===== config.mk =====
export PLATFORM = sky130hd
export DESIGN_NAME = psdu_deframer_flat
export DESIGN_NICKNAME = d
export VERILOG_FILES = /design/src/rtl/psdu_deframer_if.sv /design/src/rtl/psdu_deframer.sv /design/src/flat_wrapper.sv
export SDC_FILE = /design/constraint.sdc
export NUM_CORES = 1
export LEC_CHECK = 0
export ABC_AREA = 1
export CORE_MARGIN = 5
export CORE_UTILIZATION = 35
export CTS_CLUSTER_DIAMETER = 80
export DETAILED_ROUTE_END_ITERATION = 10
export HOLD_SLACK_MARGIN = 0.03
export MAX_ROUTING_LAYER = met4
export SETUP_SLACK_MARGIN = 0.05
export SLEW_MARGIN = 20
export SYNTH_ARGS = -nofsm -noshare
export SYNTH_HDL_FRONTEND = slang
export SYNTH_SLANG_ARGS = --single-unit

===== constraint.sdc =====
create_clock -name clock -period 2 [get_ports clock]
set_input_delay 0.5 -clock clock [delete_from_list [all_inputs] [get_ports clock]]
set_output_delay 0.5 -clock clock [all_outputs]
set_load 0.03 [all_outputs]

===== src/rtl/psdu_deframer_if.sv =====
// rtl/psdu_deframer_if.sv - PSDU byte output handshake bundle.
interface psdu_deframer_if;
    logic [7:0] byte_out;
    logic       byte_valid;
    logic       byte_ready;

    modport master (output byte_out, output byte_valid, input byte_ready);
    modport slave  (input byte_out, input byte_valid, output byte_ready);
endinterface


===== src/rtl/psdu_deframer.sv =====
// rtl/psdu_deframer.sv - SERVICE strip/check and LSB-first PSDU byte packer after the descrambler.
module psdu_deframer #(
    parameter int LEN_W        = 12,
    parameter int SERVICE_BITS = 16
) (
    input  logic                    clock,
    input  logic                    reset,
    input  logic                    start,
    input  logic [LEN_W-1:0]        psdu_len,
    input  logic                    enable,
    input  logic                    bit_in,
    psdu_deframer_if.master         byte_if,
    output logic [SERVICE_BITS-1:0] service_out,
    output logic                    service_err,
    output logic                    overflow,
    output logic                    busy,
    output logic                    frame_done
);

    localparam int CNT_W = $clog2(SERVICE_BITS);

    typedef enum logic [1:0] {
        S_IDLE,
        S_SERVICE,
        S_DATA
    } state_t;

    state_t           state;
    state_t           state_next;
    logic [LEN_W-1:0] len_q;
    logic [LEN_W-1:0] byte_cnt;
    logic [CNT_W-1:0] bit_cnt;
    logic [7:0]       asm_q;
    logic [7:0]       asm_next;
    logic [7:0]       byte_q;
    logic             valid_q;
    logic             take_bit;
    logic             svc_last;
    logic             byte_done;
    logic             frame_end;

    always_ff @(posedge clock) begin
        if (reset) begin
            state <= S_IDLE;
        end else begin
            state <= state_next;
        end
    end

    // start outranks everything; the bit presented alongside it is never consumed
    always_comb begin
        state_next = state;
        take_bit   = 1'b0;
        svc_last   = 1'b0;
        byte_done  = 1'b0;
        frame_end  = 1'b0;
        asm_next   = asm_q;
        asm_next[bit_cnt[2:0]] = bit_in;
        if (start) begin
            state_next = S_SERVICE;
        end else begin
            case (state)
                S_SERVICE: begin
                    if (enable) begin
                        take_bit = 1'b1;
                        if (bit_cnt == CNT_W'(SERVICE_BITS - 1)) begin
                            svc_last = 1'b1;
                            if (len_q == '0) begin
                                state_next = S_IDLE;
                                frame_end  = 1'b1;
                            end else begin
                                state_next = S_DATA;
                            end
                        end
                    end
                end
                S_DATA: begin
                    if (enable) begin
                        take_bit = 1'b1;
                        if (bit_cnt[2:0] == 3'd7) begin
                            byte_done = 1'b1;
                            if (byte_cnt + LEN_W'(1) == len_q) begin
                                state_next = S_IDLE;
                                frame_end  = 1'b1;
                            end
                        end
                    end
                end
                default: begin
                end
            endcase
        end
    end

    always_ff @(posedge clock) begin
        if (reset) begin
            len_q       <= '0;
            byte_cnt    <= '0;
            bit_cnt     <= '0;
            asm_q       <= '0;
            byte_q      <= '0;
            valid_q     <= 1'b0;
            service_out <= '0;
            service_err <= 1'b0;
            overflow    <= 1'b0;
            frame_done  <= 1'b0;
        end else begin
            frame_done <= frame_end;
            if (start) begin
                len_q       <= psdu_len;
                byte_cnt    <= '0;
                bit_cnt     <= '0;
                asm_q       <= '0;
                service_out <= '0;
                service_err <= 1'b0;
                overflow    <= 1'b0;
            end else if (take_bit) begin
                if (state == S_SERVICE) begin
                    service_out[bit_cnt] <= bit_in;
                    if (bit_in && (bit_cnt < CNT_W'(7))) begin
                        service_err <= 1'b1;
                    end
                    bit_cnt <= svc_last ? '0 : bit_cnt + CNT_W'(1);
                end else begin
                    asm_q <= asm_next;
                    if (byte_done) begin
                        bit_cnt  <= '0;
                        byte_cnt <= byte_cnt + LEN_W'(1);
                    end else begin
                        bit_cnt <= bit_cnt + CNT_W'(1);
                    end
                end
            end

            // a byte finishing in the same cycle as a take replaces the one leaving
            if (byte_done) begin
                if (!valid_q || byte_if.byte_ready) begin
                    byte_q  <= asm_next;
                    valid_q <= 1'b1;
                end else begin
                    overflow <= 1'b1;
                end
            end else if (valid_q && byte_if.byte_ready) begin
                valid_q <= 1'b0;
            end
        end
    end

    assign byte_if.byte_out   = byte_q;
    assign byte_if.byte_valid = valid_q;
    assign busy               = (state != S_IDLE);

endmodule


===== src/flat_wrapper.sv =====
// flat-port wrapper written by rule: the top's interface ports become plain ports
module psdu_deframer_flat 
#(
    parameter int LEN_W        = 12,
    parameter int SERVICE_BITS = 16
)
  (clock, reset, start, psdu_len, enable, bit_in, service_out, service_err, overflow, busy, frame_done, byte_if_byte_out, byte_if_byte_valid, byte_if_byte_ready);
  psdu_deframer_if byte_if_i ();
  input  logic clock;
  input  logic reset;
  input  logic start;
  input  logic [LEN_W-1:0] psdu_len;
  input  logic enable;
  input  logic bit_in;
  output logic [SERVICE_BITS-1:0] service_out;
  output logic service_err;
  output logic overflow;
  output logic busy;
  output logic frame_done;
  output wire logic [$bits(byte_if_i.byte_out)-1:0] byte_if_byte_out;
  output wire logic [$bits(byte_if_i.byte_valid)-1:0] byte_if_byte_valid;
  input wire logic [$bits(byte_if_i.byte_ready)-1:0] byte_if_byte_ready;
  assign byte_if_byte_out = byte_if_i.byte_out;
  assign byte_if_byte_valid = byte_if_i.byte_valid;
  assign byte_if_i.byte_ready = byte_if_byte_ready;
  psdu_deframer #(.LEN_W(LEN_W), .SERVICE_BITS(SERVICE_BITS)) u_core (.clock(clock), .reset(reset), .start(start), .psdu_len(psdu_len), .enable(enable), .bit_in(bit_in), .byte_if(byte_if_i), .service_out(service_out), .service_err(service_err), .overflow(overflow), .busy(busy), .frame_done(frame_done));
endmodule

Fig. 1: run 1, sequential cells grouped by signal name
Other sequential cells in the stronger grey, the rest of the logic in the fainter grey.
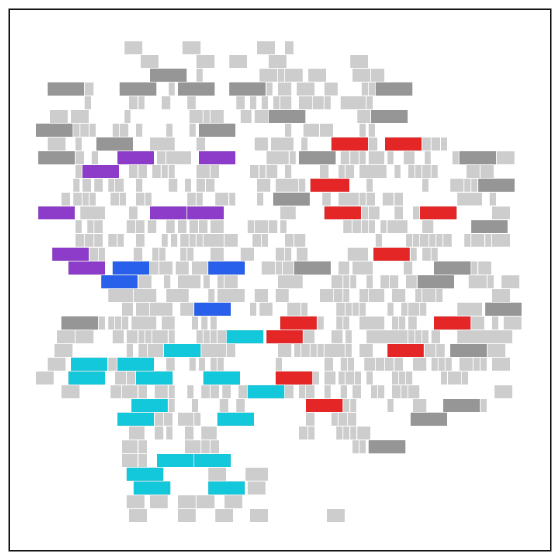
| colour | name in the netlist | flops |
|---|---|---|
| cyan | `u_core.service_out` | 16 |
| red | `u_core.byte_cnt` | 12 |
| blue | `u_core.bit_cnt` | 4 |
| purple | `u_core.asm_q` | 8 |
not coloured: 26

Fig. 2: run 1, signal metal coverage by tile
The bar under the picture is 20 um long. 21 x 21 tiles, from black (low) to pale yellow (high), scaled to the fullest tile. Values are wire area over tile area, all layers added.
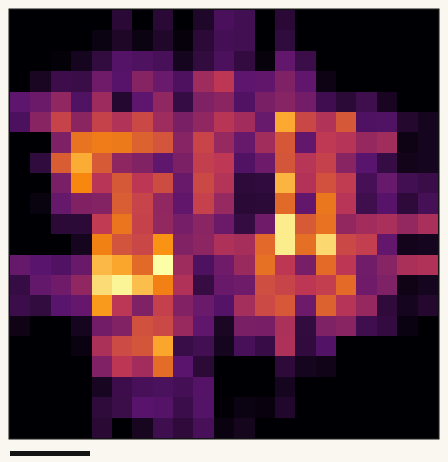
densest ninth of the die: centre
emptiest ninth of the die: lower right
nearly empty tiles: 27%
mean over tiles: 0.11
fullest tile: 0.45
tiles over half the peak: 17%
Vias: 3098
gr usage total: 0.153
final WL: 8.17 mm
DR WL/cell: 12.9 um

Fig. 3: run 1, close-up of the layout
The bar under the picture is 20 um long. Window x 2 to 52, y 2 to 52 um. Cells in grey, sequential cells in the stronger grey; small squares are vias.
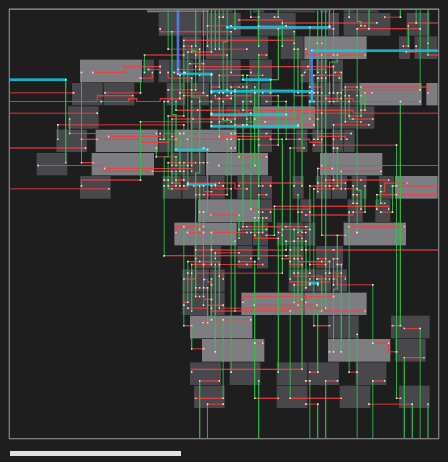
| colour | layer |
|---|---|
| green | M2 |
| red | M1 |
| cyan | M3 |
| blue | M4 |
netlist names of flops here include: `u_core.service_out` (16)
most frequent: dfxtp_1 (18), clkdlybuf4s50_1 (17), a21oi_1 (14)
sequential cells in the window: 18
cells with their middle in the window: 110

==> results.py, run 1 <==
# Generated from Yosys and OpenROAD reports
metrics = {
    "grt": {
        "top_usage_layer": "met2",
    },
    "drt": {
        "highest_layer": "met4",
        "drt_iter0_markers": 123,
        "wl_met3_um": 323,
    },
    "clock_network": {
        "root_buffer": "clkbuf_8",
        "ctsResizeCount": 1,
        "cts_buffers": 9,
        "postCtsHoldBufs": 0,
    },
    "yosys": {
        "ys_dominant_reg_cell": "dfxtp_1",
        "synthTopCellsByArea": "dfxtp_1, nand2_1, a21oi_1, inv_1, nor2_1",
        "yosysMostFrequentCell": "nand2_1",
        "yosys_area_um2": 3280,
        "ys_top_cells_by_count": "nand2_1, dfxtp_1, inv_1",
        "ys_ff": 66,
        "postSynthSeqShare": 0.403,
        "syn_avg_cell_area_um2": 7.30,
        "fa_ha_area_frac": 0.0344,
    },
    "pwr": {
        "p_comb_frac": 0.072,
        "p_leak_nw": 1.62,
    },
    "layout": {
        "buffer_area_frac": 0.154,
        "final_cell_mix": "nand2_1, dfxtp_1, inv_1, clkdlybuf4s50_1, a21oi_1",
        "clock_area_frac": 0.0491,
        "drive_gt1_frac": 0.138,
        "n_all_inverters": 58,
        "final_core_util": 0.455,
    },
    "setup_path": {
        "r2r_cells": 14,
        "crit_type": "flop to primary output",
        "crit_fanout": 2,
        "worstPathArrival_ns": 1.41,
        "cp-start-kind": "flop",
    },
    "sta": {
        "setup_viol": 0,
        "finalWorstPathRequiredPeriod_ns": 1.91,
        "clock_skew_ns": 0.0108,
        "maxSlewHeadroom": 0.716,
        "fin_crit_sh": 0.955,
    },
    "floorplan": {
        "die_w_um": 107,
        "core_area_um2": 9200,
    },
    "status": {
        "outcome": "finished, final reports clean",
    },
}
[run 1: logic make-up (layout without fill, tap and decap cells)]
kind of cell / Yosys count / in the layout
simple gates: 188 / 188
compound gates: 108 / 108
buf+inv: 74 / 145
flops: 66 / 66
fa+ha+maj: 9 / 9
xor+xnor: 4 / 4
[run 1: state kept, by name (all words and copies together) (netlist names)]
| register | cells |
|---|---|
| u_core.byte_cnt | 12 |
| u_core.state | 2 |
| u_core.asm_q | 8 |
| u_core.byte_if.byte_out | 8 |
| u_core.service_out | 16 |
| u_core.frame_done | 1 |
| u_core.overflow | 1 |
| u_core.len_q | 12 |
| u_core.byte_if.byte_valid | 1 |
| u_core.service_err | 1 |
| u_core.bit_cnt | 4 |
Fig. 4: run 1, placed standard cells
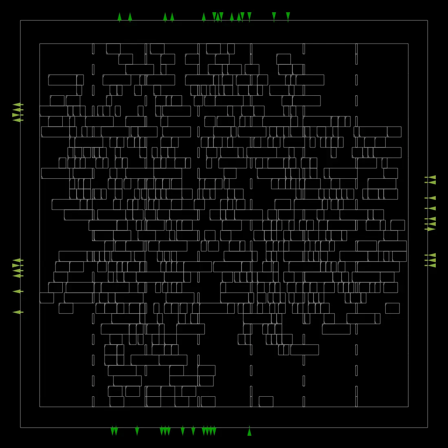

==> run 2, diff against run 1 <==
--- a/config.mk
+++ b/config.mk
@@ -5,7 +5,6 @@
 export SDC_FILE = /design/constraint.sdc
 export NUM_CORES = 1
 export LEC_CHECK = 0
-export ABC_AREA = 1
 export CORE_MARGIN = 5
 export CORE_UTILIZATION = 35
 export CTS_CLUSTER_DIAMETER = 80
Fig. 5: run 2, placed standard cells
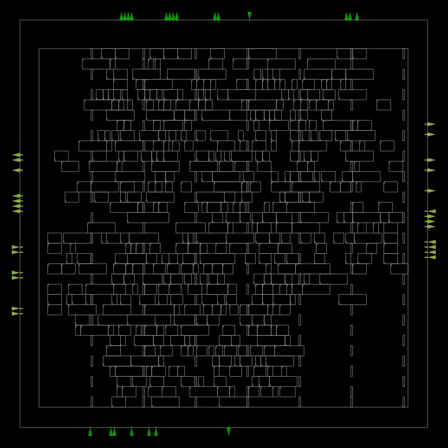
Layout Utilization: 0.485
Rows: 35
sequential cell count: 66

Fig. 6: run 2, cell classes on the final placement
Fill, decap, tap and diode cells in grey.
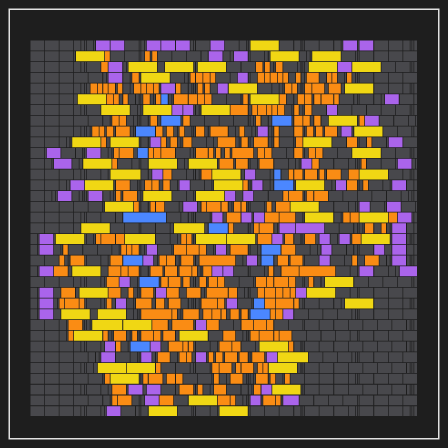
| colour | class | cells |
|---|---|---|
| purple | remaining buffers and delay cells | 94 |
| blue | clock drivers and dummy loads | 16 |
| orange | remaining logic cells | 312 |
| yellow | registers | 66 |
cell area after layout: 4520 um2
sequential share of cell area: 0.294
Core ar.: 9330 um2

Fig. 7: run 2, close-up of the layout
The bar under the picture is 20 um long. Window x 2 to 52, y 2 to 52 um. Cells in grey, sequential cells in the stronger grey; small squares are vias.
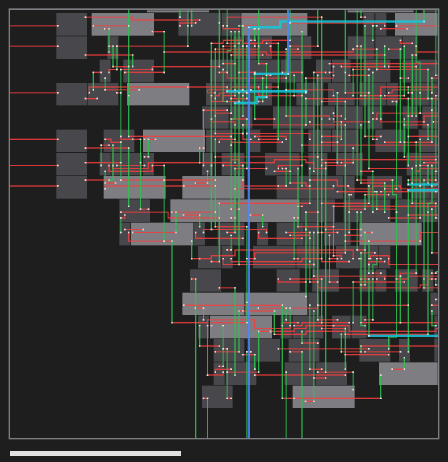
| colour | layer |
|---|---|
| red | M1 |
| cyan | M3 |
| blue | M4 |
| green | M2 |
most frequent: nor2_1 (18), dfxtp_1 (13), mux2i_1 (12)
cells with their middle in the window: 123
sequential cells in the window: 16
netlist names of flops here include: `u_core.len_q` (10), `u_core.byte_cnt` (6)

==> run 2 against run 1 <==
Worst setup slack worse by 0.039 ns. Largest cell class unchanged. Largest power group unchanged. Clock-buffer cell count is 2 lower. Area after synthesis is 3.1% higher. Clock power hardly changed. Final cell count is 2.2% lower.
==> results.py, run 2 <==
# Generated from Yosys and OpenROAD reports
metrics = {
    "drt": {
        "vias": 3060,
        "highest_layer": "met4",
        "wl_met3_um": 411,
        "drt_iter0_markers": 156,
        "wl_per_cell_um": 14.0,
        "routed_wl_mm": 8.63,
    },
    "floorplan": {
        "die_area_um2": 11700,
        "die_h_um": 108,
        "die_w_um": 108,
    },
    "pwr": {
        "p_seq_w": 0.00135,
        "power.share.sequential": 0.497,
        "p_leak_nw": 1.69,
        "p_comb_frac": 0.076,
        "switching_share": 0.247,
    },
    "yosys": {
        "synthTopCellsByArea": "dfxtp_1, mux2i_1, nor2_1, nand3_1, xnor2_1",
        "ys_ff": 66,
        "postSynthSeqShare": 0.391,
        "syn_avg_cell_area_um2": 8.22,
        "ys_top_cells_by_count": "dfxtp_1, nor2_1, nand2_1",
        "yosys_area_um2": 3380,
        "yosysTopAreaCell": "dfxtp_1",
        "yosysMostFrequentCell": "dfxtp_1",
    },
    "place": {
        "dp.final_hpwl_mm": 6.17,
        "pre_cts_slack_ns": -0.260,
    },
    "sta": {
        "maxSlewHeadroom": 0.663,
        "setup_viol": 0,
        "clock_skew_ns": 0.0130,
        "finalWorstPathRequiredPeriod_ns": 1.95,
        "fin_crit_sh": 0.974,
        "final_max_slew_viol_count": 0,
    },
    "grt": {
        "grt_usage": 0.156,
        "top_usage_layer": "met2",
    },
    "clock_network": {
        "postCtsHoldBufs": 0,
        "ctsResizeCount": 6,
        "postCtsSetupBuffers": 0,
        "path_clk_slew_ns": 0.08,
        "cts_buffers": 9,
        "root_buffer": "clkbuf_8",
    },
    "layout": {
        "n_all_inverters": 13,
        "clock_area_frac": 0.0446,
        "area_dominant_class": "combinational gates",
        "largest_register_ffs": 16,
        "final_cell_mix": "dfxtp_1, nor2_1, buf_4, clkdlybuf4s50_1, nand2_1",
        "drive_gt1_frac": 0.186,
        "reg.largest.list": "u_core.service_out (16), u_core.byte_cnt (12), u_core.len_q (12)",
        "buffer_area_frac": 0.187,
        "regMostFlops": "u_core.service_out",
    },
    "setup_path": {
        "cp-start-kind": "flop",
        "crit_buf_inv": 1,
        "r2r_cells": 7,
        "crit_type": "flop to flop",
        "worstPathArrival_ns": 2.22,
        "crit_fanout": 3,
    },
    "hold_path": {
        "holdPathEnd": "u_core.service_out[5]",
        "hold_path_depth": 2,
    },
    "status": {
        "outcome": "finished, final reports clean",
    },
}
[run 2: cell count changes in the layout (fill, tap and decap cells not counted), moves of 9 or more]
cell | previous run | this run
mux2i_1 | 0 | 29
a211oi_1 | 16 | 4
xnor2_1 | 2 | 17
buf_4 | 25 | 46
inv_1 | 48 | 10
xor2_1 | 1 | 10
a21oi_1 | 42 | 22
o21ai_0 | 30 | 6
nor2_1 | 41 | 56
nand2_1 | 85 | 36
[run 2: logic make-up (layout without fill, tap and decap cells)]
group,after synthesis,in the layout,synth area share
XOR/XNOR,27,27,0.0700
adder cells (fa/ha/maj),9,9,0.0333
AND-OR/OR-AND,57,57,0.111
flip-flops,66,66,0.391
buffers and inverters,46,123,0.0548
multiplexers,29,29,0.0859
AND/OR/NAND/NOR,177,177,0.254
Power figures rest on the tool's default switching activity, not on a simulated workload.
